<file path="src/rtl/fxp_op_scheduler_if.sv">
// Request/response bundle between client logic and fxp_op_scheduler.
// Requests: two lanes packed side by side. Lane i uses req_a/req_b[i*WIDTH +: WIDTH] and req_op[2*i +: 2].
// Responses: a single valid/ready channel carrying data, requester id and error flag.
interface fxp_op_scheduler_if #(
  parameter int WIDTH = 32
);
  logic [1:0]         req_valid;
  logic [1:0]         req_ready;
  logic [2*WIDTH-1:0] req_a;
  logic [2*WIDTH-1:0] req_b;
  logic [3:0]         req_op;
  logic               rsp_valid;
  logic               rsp_ready;
  logic [WIDTH-1:0]   rsp_data;
  logic               rsp_id;
  logic               rsp_err;

  // Client side: issues requests and consumes responses.
  modport master (
    output req_valid, req_a, req_b, req_op, rsp_ready,
    input  req_ready, rsp_valid, rsp_data, rsp_id, rsp_err
  );

  // Scheduler side.
  modport slave (
    input  req_valid, req_a, req_b, req_op, rsp_ready,
    output req_ready, rsp_valid, rsp_data, rsp_id, rsp_err
  );
endinterface

</file>
<file path="src/rtl/fxp_op_scheduler.sv">
// Purpose: shares one add/mul/div fixed-point datapath between two round-robin requesters, one op in flight.
// Latency: accept -> rsp_valid is 2 cycles for add/mul/invalid, 2 + divider cycles for div.
// Backpressure: rsp_ready low parks the FSM in RESP with the response held; req_ready is low outside IDLE.
// Ports: clk/rst_n (async active-low); bus = slave side of fxp_op_scheduler_if (req_* / rsp_*);
//        op_a/op_b/div_start drive the units; add/mul/div_result and div_complete come back; op_count
//        counts retired responses and wraps.
// Option: define FXP_SCHED_DIV_TIMEOUT_EN to abandon a divide after DIV_TIMEOUT cycles with an error
//         response; without it WAIT_DIV waits for div_complete indefinitely.
module fxp_op_scheduler #(
  parameter int WIDTH       = 32,
  parameter int DIV_TIMEOUT = 64   // must be >= 1; only consulted with the timeout option
) (
  input  logic              clk,
  input  logic              rst_n,
  fxp_op_scheduler_if.slave bus,
  output logic [WIDTH-1:0]  op_a,
  output logic [WIDTH-1:0]  op_b,
  output logic              div_start,
  input  logic [WIDTH-1:0]  add_result,
  input  logic [WIDTH-1:0]  mul_result,
  input  logic [WIDTH-1:0]  div_result,
  input  logic              div_complete,
  output logic [15:0]       op_count
);

  typedef enum logic [1:0] {
    IDLE     = 2'd0,
    EXEC     = 2'd1,
    WAIT_DIV = 2'd2,
    RESP     = 2'd3
  } state_t;

  typedef enum logic [1:0] {
    OP_ADD = 2'b00,
    OP_MUL = 2'b01,
    OP_DIV = 2'b10,
    OP_INV = 2'b11
  } opcode_t;

  state_t           state;
  state_t           state_nxt;
  opcode_t          op_q;
  logic             rr_ptr;      // requester that wins when both are valid
  logic             id_q;
  logic [WIDTH-1:0] data_q;
  logic             err_q;

  logic             grant_vld;
  logic             grant_id;
  logic             cap_vld;     // load the response registers this cycle
  logic [WIDTH-1:0] cap_data;
  logic             cap_err;
  logic             retire;
  logic             div_wait_expired;

  // ---------------------------------------------------------------------------
  // Divide watchdog. The counter sits at zero outside WAIT_DIV, so it is clear
  // on every entry. It saturates at its last value, the cycle on which the
  // wait is abandoned unless div_complete arrives in that same cycle.
  // ---------------------------------------------------------------------------
  localparam int               TMO_W    = (DIV_TIMEOUT < 2) ? 1 : $clog2(DIV_TIMEOUT);
  localparam logic [TMO_W-1:0] TMO_LAST = TMO_W'(DIV_TIMEOUT - 1);

  logic [TMO_W-1:0] tmo_cnt;
  logic             tmo_en;

  assign div_wait_expired = tmo_en && (tmo_cnt == TMO_LAST);

`ifdef FXP_SCHED_DIV_TIMEOUT_EN
  assign tmo_en = 1'b1;

  always_ff @(posedge clk or negedge rst_n) begin
    if (!rst_n) begin
      tmo_cnt <= '0;
    end else if (state != WAIT_DIV) begin
      tmo_cnt <= '0;
    end else if (!div_wait_expired) begin
      tmo_cnt <= tmo_cnt + 1'b1;
    end
  end
`else
  assign tmo_en  = 1'b0;
  assign tmo_cnt = '0;
`endif

  // ---------------------------------------------------------------------------
  // FSM: state register
  // ---------------------------------------------------------------------------
  always_ff @(posedge clk or negedge rst_n) begin
    if (!rst_n) begin
      state <= IDLE;
    end else begin
      state <= state_nxt;
    end
  end

  // ---------------------------------------------------------------------------
  // FSM: next state, grant and unit control
  // ---------------------------------------------------------------------------
  always_comb begin
    state_nxt     = state;
    bus.req_ready = 2'b00;
    bus.rsp_valid = 1'b0;
    grant_vld     = 1'b0;
    grant_id      = 1'b0;
    div_start     = 1'b0;
    cap_vld       = 1'b0;
    cap_data      = '0;
    cap_err       = 1'b0;
    retire        = 1'b0;

    case (state)
      IDLE: begin
        // Contention goes to the pointer; otherwise whichever lane is valid.
        grant_id = (bus.req_valid == 2'b11) ? rr_ptr : bus.req_valid[1];
        if (|bus.req_valid) begin
          // Ready is raised only for a valid lane, so a grant is an accept.
          grant_vld     = 1'b1;
          bus.req_ready = grant_id ? 2'b10 : 2'b01;
          state_nxt     = EXEC;
        end
      end

      EXEC: begin
        // op_a/op_b were registered at accept, so the combinational unit
        // outputs are settled for the whole of this cycle.
        case (op_q)
          OP_ADD: begin
            cap_vld   = 1'b1;
            cap_data  = add_result;
            state_nxt = RESP;
          end
          OP_MUL: begin
            cap_vld   = 1'b1;
            cap_data  = mul_result;
            state_nxt = RESP;
          end
          OP_DIV: begin
            div_start = 1'b1;
            state_nxt = WAIT_DIV;
          end
          default: begin
            cap_vld   = 1'b1;
            cap_err   = 1'b1;
            state_nxt = RESP;
          end
        endcase
      end

      WAIT_DIV: begin
        // A completion in the expiry cycle still yields the real quotient.
        if (div_complete) begin
          cap_vld   = 1'b1;
          cap_data  = div_result;
          state_nxt = RESP;
        end else if (div_wait_expired) begin
          cap_vld   = 1'b1;
          cap_err   = 1'b1;
          state_nxt = RESP;
        end
      end

      RESP: begin
        bus.rsp_valid = 1'b1;
        if (bus.rsp_ready) begin
          // Returning to IDLE, rather than granting here, keeps the retire
          // cycle free of a new accept.
          retire    = 1'b1;
          state_nxt = IDLE;
        end
      end

      default: state_nxt = IDLE;
    endcase
  end

  // ---------------------------------------------------------------------------
  // Operand, tag and response registers
  // ---------------------------------------------------------------------------
  always_ff @(posedge clk or negedge rst_n) begin
    if (!rst_n) begin
      op_a     <= '0;
      op_b     <= '0;
      op_q     <= OP_ADD;
      id_q     <= 1'b0;
      rr_ptr   <= 1'b0;
      data_q   <= '0;
      err_q    <= 1'b0;
      op_count <= 16'd0;
    end else begin
      // Only the granted lane is sampled, so the other lane's fields may
      // change freely. The operands then hold until the next accept, which
      // also keeps them stable for the divider.
      if (grant_vld) begin
        op_a   <= grant_id ? bus.req_a[WIDTH +: WIDTH] : bus.req_a[0 +: WIDTH];
        op_b   <= grant_id ? bus.req_b[WIDTH +: WIDTH] : bus.req_b[0 +: WIDTH];
        op_q   <= opcode_t'(grant_id ? bus.req_op[3:2] : bus.req_op[1:0]);
        id_q   <= grant_id;
        rr_ptr <= ~grant_id;
      end
      if (cap_vld) begin
        data_q <= cap_data;
        err_q  <= cap_err;
      end
      if (retire) begin
        op_count <= op_count + 16'd1;
      end
    end
  end

  assign bus.rsp_data = data_q;
  assign bus.rsp_id   = id_q;
  assign bus.rsp_err  = err_q;

endmodule

</file>
<file path="src/flat_wrapper.sv">
// flat-port wrapper written by rule: the top's interface ports become plain ports
module fxp_op_scheduler_flat 
#(
  parameter int WIDTH       = 32,
  parameter int DIV_TIMEOUT = 64                                                          
)
  (clk, rst_n, op_a, op_b, div_start, add_result, mul_result, div_result, div_complete, op_count, bus_req_valid, bus_req_a, bus_req_b, bus_req_op, bus_rsp_ready, bus_req_ready, bus_rsp_valid, bus_rsp_data, bus_rsp_id, bus_rsp_err);
  fxp_op_scheduler_if #(.WIDTH(WIDTH)) bus_i ();
  input  logic clk;
  input  logic rst_n;
  output logic [WIDTH-1:0] op_a;
  output logic [WIDTH-1:0] op_b;
  output logic div_start;
  input  logic [WIDTH-1:0] add_result;
  input  logic [WIDTH-1:0] mul_result;
  input  logic [WIDTH-1:0] div_result;
  input  logic div_complete;
  output logic [15:0] op_count;
  input wire logic [$bits(bus_i.req_valid)-1:0] bus_req_valid;
  input wire logic [$bits(bus_i.req_a)-1:0] bus_req_a;
  input wire logic [$bits(bus_i.req_b)-1:0] bus_req_b;
  input wire logic [$bits(bus_i.req_op)-1:0] bus_req_op;
  input wire logic [$bits(bus_i.rsp_ready)-1:0] bus_rsp_ready;
  output wire logic [$bits(bus_i.req_ready)-1:0] bus_req_ready;
  output wire logic [$bits(bus_i.rsp_valid)-1:0] bus_rsp_valid;
  output wire logic [$bits(bus_i.rsp_data)-1:0] bus_rsp_data;
  output wire logic [$bits(bus_i.rsp_id)-1:0] bus_rsp_id;
  output wire logic [$bits(bus_i.rsp_err)-1:0] bus_rsp_err;
  assign bus_i.req_valid = bus_req_valid;
  assign bus_i.req_a = bus_req_a;
  assign bus_i.req_b = bus_req_b;
  assign bus_i.req_op = bus_req_op;
  assign bus_i.rsp_ready = bus_rsp_ready;
  assign bus_req_ready = bus_i.req_ready;
  assign bus_rsp_valid = bus_i.rsp_valid;
  assign bus_rsp_data = bus_i.rsp_data;
  assign bus_rsp_id = bus_i.rsp_id;
  assign bus_rsp_err = bus_i.rsp_err;
  fxp_op_scheduler #(.WIDTH(WIDTH), .DIV_TIMEOUT(DIV_TIMEOUT)) u_core (.clk(clk), .rst_n(rst_n), .bus(bus_i), .op_a(op_a), .op_b(op_b), .div_start(div_start), .add_result(add_result), .mul_result(mul_result), .div_result(div_result), .div_complete(div_complete), .op_count(op_count));
endmodule
</file>
<file path="config.mk">
export PLATFORM = sky130hd
export DESIGN_NAME = fxp_op_scheduler_flat
export DESIGN_NICKNAME = d
export VERILOG_FILES = /design/src/rtl/fxp_op_scheduler_if.sv /design/src/rtl/fxp_op_scheduler.sv /design/src/flat_wrapper.sv
export SDC_FILE = /design/constraint.sdc
export NUM_CORES = 1
export LEC_CHECK = 0
export CELL_PAD_IN_SITES_DETAIL_PLACEMENT = 0
export CELL_PAD_IN_SITES_GLOBAL_PLACEMENT = 2
export CORE_MARGIN = 3
export CORE_UTILIZATION = 19
export DETAILED_ROUTE_END_ITERATION = 12
export PLACE_DENSITY_LB_ADDON = 0.15
export SETUP_SLACK_MARGIN = 0.05
export SLEW_MARGIN = 20
export SYNTH_ARGS = -nofsm -noshare
export SYNTH_HDL_FRONTEND = slang
export SYNTH_SLANG_ARGS = --single-unit
</file>
<file path="constraint.sdc">
create_clock -name clk -period 1.8 [get_ports clk]
set_input_delay 0.36 -clock clk [delete_from_list [all_inputs] [get_ports clk]]
set_output_delay 0.36 -clock clk [all_outputs]
set_load 0.005 [all_outputs]
</file>
==> flow_metrics.env, run 1 <==
# implementation run metrics
export IMPL_result_of_the_run="complete, but fails checks"
export IMPL_failed_checks="negative setup slack"
export IMPL_final_ws_setup_ns=-0.101
export IMPL_timing_critical_path_to="u_core.bus.rsp_data[15]"
export IMPL_clock_power_w=0.00361
export IMPL_leakagePower_nw=5.11
export IMPL_clk_transition_reported_paths_ns=0.06
export IMPL_synth_edff_count=0
export IMPL_detail_route_first_pass_iterations=7
export IMPL_setup_repair_after_global_routing_missed_its_margin="true"
export IMPL_synth_distinct_cells=32
export IMPL_detailedPlacementHpwl_um=16600
export IMPL_grt_pass1_vias=5892
export IMPL_pg_seq_w=0.00432
export IMPL_holdCritStartpoint="u_core.bus.rsp_id"
export IMPL_worst_r2r_startpoint="u_core.state[1]"
export IMPL_design_final_nets=1134
export IMPL_cts_tree="done"
export IMPL_worst_r2r_cell_count=10
export IMPL_final_cells=1291
export IMPL_finalSetupTns_ns=-1.02
export IMPL_setup_violations=24
export IMPL_flow_area_growth_from_synthesis_pct=95.9
export IMPL_clk_path_buf_depth=2
export IMPL_final_util_pct=38.2
export IMPL_r2r_slack_ns=-0.10
export IMPL_critPathMostFrequentCell="buf_6"
export IMPL_worst_hold_slack_ns=0.472
export IMPL_rows=62
export IMPL_final_min_period_over_clock_period_pct=106
export IMPL_synthesis_instances=492
export IMPL_cts_htree_levels=4
export IMPL_final_period_minus_worst_setup_slack_ns=1.90
export IMPL_holdCritPathClass="reg2reg"
export IMPL_grt_overflow_total=0
export IMPL_clock_latency_ns=0.41
export IMPL_grt_first_pass_wirelength_um=34600
## run 1: final cells by class
class                   instances  area, µm²
clock buffers                  19        443
clock inverters                13        173
fillers                      2843      18000
inverters                      69        262
multi-input cells             269       2360
flip-flops and latches        119       2980
well taps                     384        480
repair buffers                418       4410
## run 1: state kept, by name, summed over array words and instances, names as in the netlist
register             flops
u_core.bus.rsp_data     32
u_core.op_a             32
u_core.op_b             32
u_core.op_count         16
u_core.op_q              2
u_core.state             2
u_core.bus.rsp_err       1
u_core.bus.rsp_id        1
u_core.rr_ptr            1
## run 1: worst register-to-register path, delay by kind of cell (launching register included)
| kind | cells | cell delay, ns |
|---|---|---|
| buffers and inverters | 6 | 0.63 |
| flip-flops | 1 | 0.37 |
| AND-OR/OR-AND | 2 | 0.32 |
| multiplexers | 1 | 0.30 |
| adder cells (fa/ha/maj) | 1 | 0.15 |
## run 1: kinds of logic after synthesis
family / Yosys count / share of synthesized area (%)
buffers and inverters: 104 / 7.88
multiplexers: 65 / 14.1
XOR/XNOR: 15 / 2.32
AND/OR/NAND/NOR: 69 / 5.56
AND-OR/OR-AND: 114 / 16.3
adder cells (fa/ha/maj): 6 / 1.32
flip-flops: 119 / 52.5
## run 1: cells in the mapped netlist (4+ instances only)
master | count | share of area (%)
a21oi_1 | 4 | 0.35
a222oi_1 | 63 | 11
and4_1 | 5 | 0.77
buf_2 | 18 | 1.6
clkbuf_1 | 11 | 0.73
dfrtp_1 | 119 | 53
ha_1 | 6 | 1.3
inv_1 | 67 | 4.4
mux2_4 | 29 | 7.7
mux2i_1 | 32 | 5.6
nand2_1 | 44 | 2.9
nand3_1 | 4 | 0.35
nor2_1 | 6 | 0.40
o21ai_0 | 37 | 3.3
xnor2_1 | 12 | 1.9
Fig. 1: run 1, I/O nets highlighted
Drawn at 1.5 px/µm.
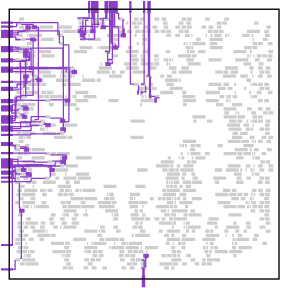
port	colour	bits	direction	end cells	buffers	wire
bus_req_b	purple	64	input	34	64	2,030 µm
number of top-level pins: 352
# port buffers: 351

Fig. 2: run 1, pin placement
Drawn at 3 px/µm. Pins as bars across the die edge, other pins in grey.
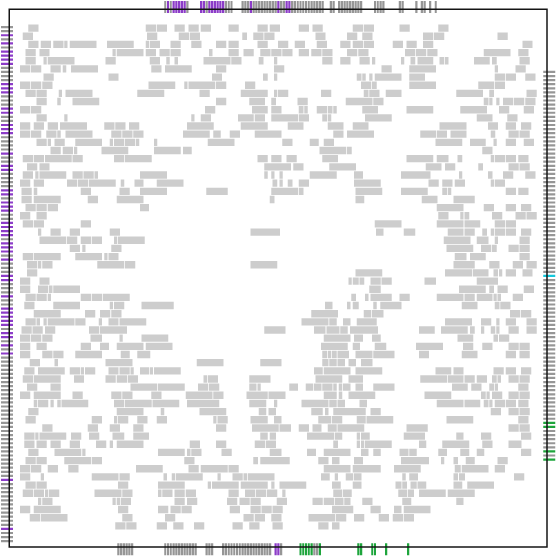
port	colour	pins	direction	edge
div_start	cyan	1	output	east
op_count	green	16	output	12 south, 4 east
bus_req_b	purple	64	input	44 west, 18 north, 2 south
Die Y-Extent: 179 µm
die width: 179 µm

Fig. 3: run 1, metal layers overlaid
Drawn at 3 px/µm. Two of the layers only.
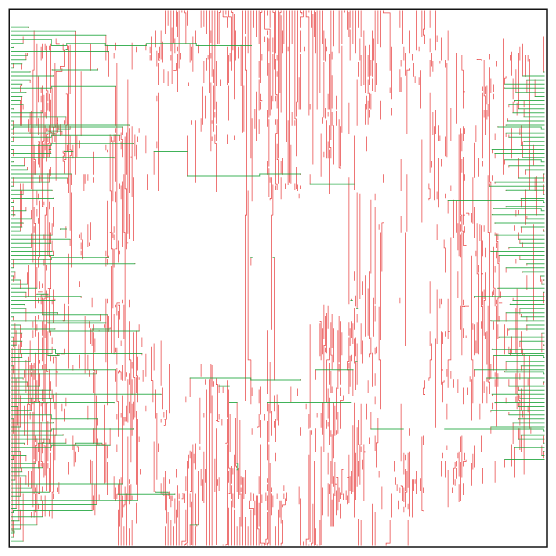
layer	colour	wire length
met3	green	2,930 µm
met2	red	12,200 µm
overall global routing resource usage: 14.2%
drt wl/cell: 19.5 µm

Fig. 4: run 1, placement view
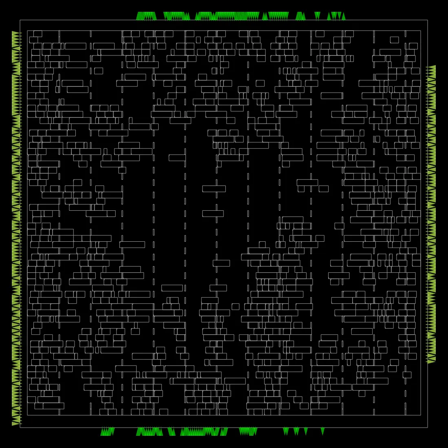

==> inputs of run 2 (changes only) <==
--- a/config.mk
+++ b/config.mk
@@ -8,7 +8,7 @@
 export CELL_PAD_IN_SITES_DETAIL_PLACEMENT = 0
 export CELL_PAD_IN_SITES_GLOBAL_PLACEMENT = 2
 export CORE_MARGIN = 3
-export CORE_UTILIZATION = 19
+export CORE_UTILIZATION = 21
 export DETAILED_ROUTE_END_ITERATION = 12
 export PLACE_DENSITY_LB_ADDON = 0.15
 export SETUP_SLACK_MARGIN = 0.05
==> constraint.sdc (replaced) <==
create_clock -name clk -period 2.1 [get_ports clk]
set_input_delay 0.42 -clock clk [delete_from_list [all_inputs] [get_ports clk]]
set_output_delay 0.42 -clock clk [all_outputs]
set_load 0.005 [all_outputs]
Fig. 5: run 2, placement view
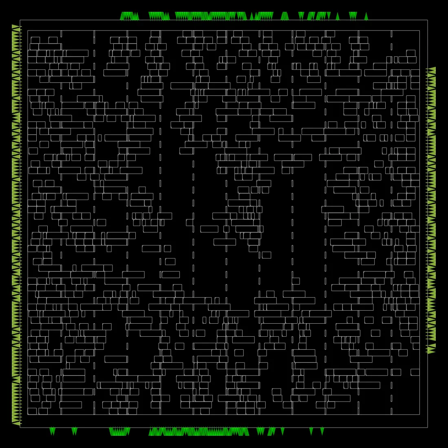
TAP cells: 335
final design utilization: 39.3%
Seq area share: 28.9%
number of filler instances in the final layout: 2,541

==> run 2 against run 1 <==
The flow now finishes without violations. First-iteration DRC count is 8.9% higher. Combinational power is 29% lower. Non-clock buffer count is 42 lower. Highest routed layer is now met4. Synthesized cell count stayed put. Critical path depth is 5 lower. Design area is 7.1% lower. Flip-flop count stayed put. Worst setup slack better by 0.25 ns. Register-to-register slack better by 0.32 ns. Die size is 9.2% lower. Sequential power is 14% lower. Largest power group unchanged.
==> flow_metrics.env, run 2 <==
# implementation run metrics
export IMPL_xor_share_pct=2.32
export IMPL_detailedPlacementHpwl_um=16500
export IMPL_worst_hold_slack_ns=0.458
export IMPL_clk_transition_reported_paths_ns=0.06
export IMPL_synth_edff_count=0
export IMPL_post_synth_ao_oa_area_fraction_pct=16.3
export IMPL_die_width_um=170
export IMPL_grt_overflow_total=0
export IMPL_flow_area_growth_from_synthesis_pct=82.0
export IMPL_result_of_the_run="finished clean"
export IMPL_worst_r2r_startpoint="u_core.state[0]"
export IMPL_synth_most_common_cell="dfrtp_1"
export IMPL_synthesis_instances=492
export IMPL_setup_violations=0
export IMPL_worst_r2r_cell_count=7
export IMPL_final_cells=1200
export IMPL_rows=59
export IMPL_clk_path_buf_depth=2
export IMPL_die_y_um=170
export IMPL_leakagePower_nw=4.71
export IMPL_detail_route_first_pass_iterations=6
export IMPL_cts_tree="done"
export IMPL_yosys_area_share_simple_pct=5.56
export IMPL_post_synth_top_area_fraction_pct=52.5
export IMPL_ant_nets=0
export IMPL_most_frequent_cells_after_synthesis="119 x dfrtp_1, 67 x inv_1, 63 x a222oi_1, 44 x nand2_1, 37 x o21ai_0"
export IMPL_clock_latency_ns=0.41
export IMPL_largest_area_contributor_in_the_netlist="dfrtp_1"
export IMPL_grt_total_usage_pct=14.2
export IMPL_synthMuxAreaShare_pct=14.1
export IMPL_cts_htree_levels=4
export IMPL_synth_area_top_cells="dfrtp_1 53%, a222oi_1 11%, mux2_4 7.7%"
export IMPL_final_period_minus_worst_setup_slack_ns=1.95
export IMPL_timing_hold_violations_final=0
export IMPL_final_ws_setup_ns=0.149
export IMPL_place_port_buffers=351
export IMPL_design_final_nets=1092
export IMPL_grt_pass1_vias=5668
export IMPL_finalSetupTns_ns=0
export IMPL_pin_count=352
export IMPL_timing_critical_path_required_ns=1.68
export IMPL_mappedNetlistArea_mm2=0.00567
export IMPL_top_logic_kind="AND-OR/OR-AND gates"
export IMPL_synthAdderAreaFrac_pct=1.32
export IMPL_drt_wl_cell_um=18.1
-- run 2: where the power goes --
part | internal (W) | switching [W]
combinational | 0.00342 | 0.00247
clock | 0.00182 | 0.00116
sequential | 0.00317 | 0.000540
total | 0.00841 | 0.00416
-- run 2: kinds of logic (layout without fill, tap and decap cells) --
| group | after synthesis | count (layout) |
|---|---|---|
| flip-flops | 119 | 119 |
| AND-OR/OR-AND | 114 | 114 |
| adder cells (fa/ha/maj) | 6 | 6 |
| multiplexers | 65 | 65 |
| AND/OR/NAND/NOR | 69 | 69 |
| XOR/XNOR | 15 | 15 |
| buffers and inverters | 104 | 477 |
-- run 2: layout make-up --
class	instances	area, µm²	area share (%)
repair buffers	376	3780	36.6
well taps	335	419	4.06
clock inverters	13	146	1.42
flip-flops and latches	119	2980	28.9
inverters	69	259	2.51
clock buffers	19	453	4.39
multi-input cells	269	2280	22.1
-- run 2: worst max path at each step --
stage,endpoint,slack (ns),cells past startpoint
CTS,div_start,0.07,5
finish,bus_req_ready[1],0.15,5
floorplan,u_core.bus.rsp_data[10],0.36,7
global placement,bus_req_ready[1],-0.15,4
global route,u_core.op_a[13],0.06,7
detailed placement,u_core.op_a[9],-0.17,6
-- run 2: what timing repair did --
item | CTS | global route
pin swaps | 0 | 0
endpoints found under the setup margin | 4 | 11
hold buffers | 1 | 0
resized | 11 | 2
hold endpoints to repair | 20 | 0
-- run 2: routing by layer --
metal | GRT usage [%] | vias up
met4 | 4.09 | 0
met2 | 23.9 | 267
met3 | 6.76 | 17
met1 | 16.1 | 2545
li1 | - | 2512
met5 | 0 | -
Power and IR drop assume default switching activity.
